Figure 1. Routing congestion.
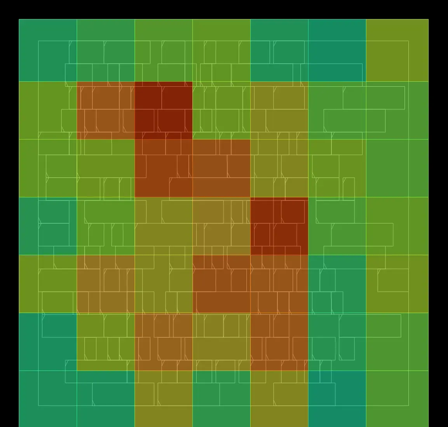
Figure 2. Logic cells by family.
The bar under the picture is 10 um long.
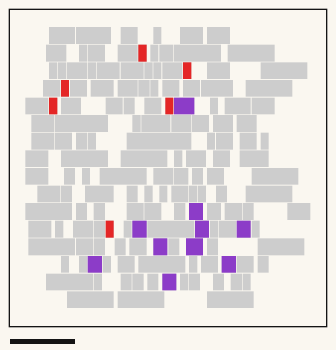
Figure 3. Layout detail.
The bar under the picture is 5 um long. Region (14, 24) to (34, 44) um. Cells in grey, sequential cells in the stronger grey; small squares are vias.
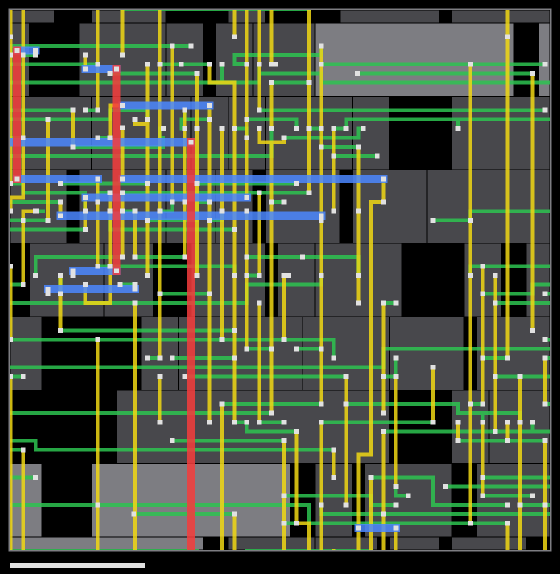
==> config.mk <==
export PLATFORM = sky130hd
export DESIGN_NAME = mux_rr_arbiter
export DESIGN_NICKNAME = d
export VERILOG_FILES = /design/src/rtl/mux_rr_arbiter_pkg.sv /design/src/rtl/mux_rr_arbiter_rr_pick4.sv /design/src/rtl/mux_rr_arbiter.sv
export SDC_FILE = /design/constraint.sdc
export NUM_CORES = 1
export LEC_CHECK = 0
export CAP_MARGIN = 15
export CORE_MARGIN = 2
export CORE_UTILIZATION = 54
export DETAILED_ROUTE_END_ITERATION = 12
export PLACE_DENSITY = 0.78
export SETUP_SLACK_MARGIN = 0.1
export SLEW_MARGIN = 20
export SYNTH_ARGS = -nofsm -noshare
export SYNTH_HDL_FRONTEND = slang
export SYNTH_SLANG_ARGS = --single-unit
==> constraint.sdc <==
create_clock -name clk -period 3.3 [get_ports clk]
set_input_delay 0.825 -clock clk [delete_from_list [all_inputs] [get_ports clk]]
set_output_delay 0.825 -clock clk [all_outputs]
set_load 0.01 [all_outputs]
==> results.tsv <==
stage	metric	value	unit
status	outcome	completed	
synthesis	synth-main-ff-cell	dfxtp_1	
place	placement.setup.worst_slack	34.8	ps
clock_network	cts_post_setup_buffers_inserted	0	
clock_network	numCtsBuffers	3	
synthesis	synth-edff-count	0	
die	placement_rows	16	
pwr	power_leakage	0.507	nW
global_routing	grt_pass1_wl	4250	um
clock_network	insertion_delay	290	ps
final_timing	setup_viol	0	
pwr	pwr.group.combinational	0.481	mW
die	floorplan.die.width	48.8	um
pwr	clockPowerShare	14.6	%
final_timing	timing.fmax	0.337	GHz
route	ant_nets	0	
final_timing	hold_viol	0	
worst_setup_path	path_buffers	2	
synthesis	floorplan_net_count	141	
die	core_region_area	1920	sq um
route	viasPerCell	5.96	
synthesis	synth-async-reset-ratio	0	%
worst_setup_path	worst_ep_arrival_time	3160	ps
route	remaining_drc_errors	0	
pwr	internal_power	0.576	mW
route	initialDrtViolationCount	25	
synthesis	synth_area	1080	sq um
final_timing	worst_pin_slew	678	ps
global_routing	global_route.overflow_total	0	
worst_setup_path	cp.depth	12	
clock_network	cts-htree-levels	1	
pwr	pwr_density_cell	709	nW/um^2
clock_network	tritoncts_clock_tree	yes	
route	detail_route.wirelength	2510	um
pwr	power_clock	0.136	mW
synthesis	ys_area	1080	sq um
synthesis	yosys_cells	133	
worst_setup_path	critPathCaptureType	flop	
synthesis	syn_area_per_cell	8.16	sq um
flow_run	max_cap_viols	0	
final_timing	setup-tns-final	0	ps
final_layout	antenna-diode-count	0	
synthesis	seq_area_frac_synth	33.2	%
global_routing	grt.total_usage	23.0	%
die	pin_count	13	
synthesis	ys_seq_elements	18	
worst_setup_path	critical_path.cell_chain	clkdlybuf4s50_1, nor2_1, a221o_1, o21ai_0, nor2_1, o221ai_1, o211ai_1, ha_1, xnor2_1, xnor2_1, buf_4, a32o_1	
synthesis	yosys_warnings	0	
clock_network	ctsRootBufferMaster	clkbuf_4	
worst_hold_path	timing.hold.worst_path_depth	2	
final_timing	slew_headroom	54.7	%
die	fp-utilization	56.4	%
clock_network	ctsResizeCount	0	
die	fp.dieH	48.8	um
final_timing	finalClockPeriodUsage	89.9	%
global_routing	grt_max_degree	21	
route	detail_route.first_pass.iterations	4	
pwr	p_seq_share	33.8	%
pwr	netSwitchingPower	0.355	mW
## Picture notes: Figure 1
post-DR wirelength/cell: 14.0 um
final core occ: 68.3%
routing usage on met3: 4.60%

## Picture notes: Figure 2
red -> inverters  # cells 6
purple -> AND and OR gates  # cells 10, where bottom centre
Comb area share: 51.8%
most common logic cell in the routed design: nor2_1

## Picture notes: Figure 3
blue -> met3
green -> met1
yellow -> met2
red -> met4
sequential cells in the window = 2
most frequent = nor2_1 (5), inv_1 (3), nand2_1 (3)
cells with their middle in the window = 37

==> synthesized netlist by cell type, drive strengths merged, types with 3 or more instances <==
| master | count | area share, % |
|---|---|---|
| nor2 | 20 | 6.9 |
| dfxtp | 18 | 33 |
| a21oi | 11 | 5.1 |
| nand2 | 11 | 3.8 |
| o21ai | 7 | 3.2 |
| inv | 6 | 2.1 |
| and3 | 4 | 2.3 |
| nand3b | 4 | 2.8 |
| o221ai | 4 | 3.2 |
| buf | 3 | 1.4 |
| nand3 | 3 | 1.4 |
| nor3 | 3 | 1.4 |
==> per-layer routing <==
metal	vias to the layer above	track usage (%)	wire [um]
met1	491	33.1	1280
met3	6	4.60	111
li1	534	-	-
met5	-	0	0
met4	0	8.10	33
met2	35	34.2	1080
==> cell type report <==
type / instances / area (sq um)
multi-input cells: 104 / 679
fillers: 172 / 609
flip-flops and latches: 18 / 360
repair buffers: 20 / 180
clock buffers: 4 / 36.3
well taps: 27 / 33.8
inverters: 6 / 22.5
==> worst min-delay path: stages, from the launching register on <==
cell	delay, ps
dfxtp_1	330
nand3_1	60
a21oi_1	60
==> kinds of logic after synthesis <==
| logic type | after synthesis | synth area share, % |
|---|---|---|
| compound gates | 41 | 28.7 |
| xor+xnor | 2 | 1.62 |
| fa+ha+maj | 2 | 2.31 |
| buf+inv | 11 | 4.15 |
| flops | 18 | 33.2 |
| mux | 3 | 4.50 |
| simple gates | 56 | 25.5 |
==> per-stage QoR <==
stage                     util (%)  area [sq um]  hold WS, ps  total power, mW  instances
final                         68.3          1310          483            0.931        179
after global routing          68.3          1310          502             1.00        179
after CTS                     68.3          1310          488            0.933        179
after detailed placement      66.4          1280          466            0.794        175
after global placement        66.4          1280          459            0.783        175
after floorplan                  -          1080          446            0.617        133
Power is estimated from default activity; no workload was simulated.
